### Routed metal per tile

The die is cut into 16 by 19 equal tiles; dark blue is low, red is high, scaled to the fullest tile. Values are wire area over tile area, all layers added.
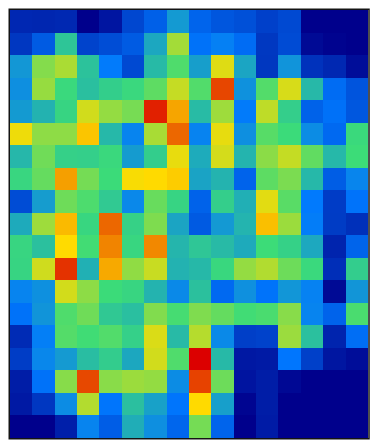
### Cell sizes after repair

The bar under the picture is 20 µm long.
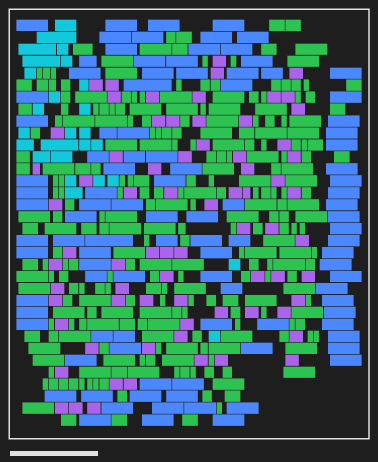
==> config.mk <==
export PLATFORM = sky130hd
export DESIGN_NAME = fs_accel_ireg_win_flat
export DESIGN_NICKNAME = d
export VERILOG_FILES = /design/src/rtl/fs_accel_ireg_win_if.sv /design/src/rtl/fs_accel_ireg_win.sv /design/src/flat_wrapper.sv
export SDC_FILE = /design/constraint.sdc
export NUM_CORES = 1
export LEC_CHECK = 0
export ABC_AREA = 0
export CAP_MARGIN = 20
export CORE_ASPECT_RATIO = 1.2
export CORE_UTILIZATION = 43
export CTS_BUF_LIST = sky130_fd_sc_hd__clkbuf_4 sky130_fd_sc_hd__clkbuf_8
export DETAILED_ROUTE_END_ITERATION = 8
export PLACE_DENSITY = 0.78
export RECOVER_POWER = 50
export SYNTH_ARGS = -nofsm -noshare
export SYNTH_HDL_FRONTEND = slang
export SYNTH_SLANG_ARGS = --single-unit
==> constraint.sdc <==
create_clock -name clk -period 1.2 [get_ports clk]
set_input_delay 0.18 -clock clk [delete_from_list [all_inputs] [get_ports clk]]
set_output_delay 0.18 -clock clk [all_outputs]
set_load 0.05 [all_outputs]
==> qor.txt <==
Top fanout value on the critical path = 3
Antenna cell count = 0
Max-slew violations = 0
Post-layout power = 5574 µW
GR peak layer = met2
Count of clock buffers in the final design = 10
# setup viols final = 1
Sinks on Clock Net = 76
Status = finished with violations
Total number of H-tree levels = 3
Non-CTS inverters = 1
Dominant cell type by area after synthesis = dfxtp_1
Hold violation count in the final report = 0
Worst setup slack after layout = -52.90 ps
Met2 track utilization from global routing = 0.3923
Worst hold path cell count = 3
Post-synthesis average cell area = 9.226 µm²
Post-CTS setup buffers = 4
Top post-synthesis cells by count = dfxtp_1, nand2_1, nand4_1
Number of buffers inserted during clock tree synthesis = 9
Power of the sequential group = 2620 µW
Top cell type by instance count after synthesis = dfxtp_1
Number of resized instances in the post-cts repair step = 7
RSZ-0062 raised after global routing = yes
Met3 layer usage reported by global route = 0.05822
IR drop worst, VDD = 884.8 µV
Initial antenna violation count = 0
Worst setup EP type = primary output
WS Path Type = register to primary output
Total met2 wirelength after detailed routing = 4.528 mm
Total number of warnings across the stage logs = 29
Wire length on met3 = 446 µm
Worst R2R Path Depth = 4
Number of buffer and inverter stages on the critical path = 1
Critical path launch point type = register
Via count of the first global-routing pass = 2929
Endpoint required time on the critical path = 1020 ps
Synthesized chip area reported by yosys = 3257 µm²
Flip-flops with a built-in enable = 0
Most used flip-flop cell = dfxtp_1
Highest-delay cell along the critical path = dfxtp_4
Violated checks = negative setup slack
Top cells by area = dfxtp_1, o21ai_2, nand4_1
Clk slew on worst S/H paths = 80 ps
IO Count = 105
Switching power = 1425 µW
Sequential area share after synthesis = 0.4672
Fin util = 0.7601
Back to the opening pictures, 'Routed metal per tile':
The mean over all tiles is 0.18. 7.2% of the tiles are nearly empty. The emptiest ninth of the die: bottom right. The fullest tile reaches 0.46. The densest ninth of the die: left middle.
total number of vias: 3000
Routed WL: 8.721 mm
Total GRT Usage: 0.2359
detail-routed net length per standard cell: 15.86 µm

Back to the opening pictures, 'Cell sizes after repair':
Key: cyan = drive 3 to 4 [cells 26]; blue = drive 6 and up [cells 101]; purple = drive 2 [cells 72]; green = drive 1 or less [cells 261]
design area: 5529 µm²
Layout area overhead: 69.77%
Repair and plain buffers: 131
worst setup slack after layout: -52.90 ps

==> cells in the final DEF (no fill, tap or decap), drive strengths merged <==
cell type,n
a211oi,1
a21oi,2
and3,1
buf,104
bufinv,2
clkbuf,10
clkdlybuf4s50,24
clkinv,1
clkinvlp,2
dfxtp,76
dlygate4sd2,3
ha,2
inv,2
nand2,73
nand2b,2
nand4,72
nor2,4
nor2b,2
o21ai,74
o21ba,1
or2,1
or3,1
==> logic make-up after synthesis <==
family | Yosys count | share of synthesized area
AND/OR/NAND/NOR | 156 | 0.2413
AND-OR/OR-AND | 78 | 0.2017
flip-flops | 76 | 0.4672
buffers and inverters | 41 | 0.08221
adder cells (fa/ha/maj) | 2 | 0.007682
Power and IR drop assume default switching activity.
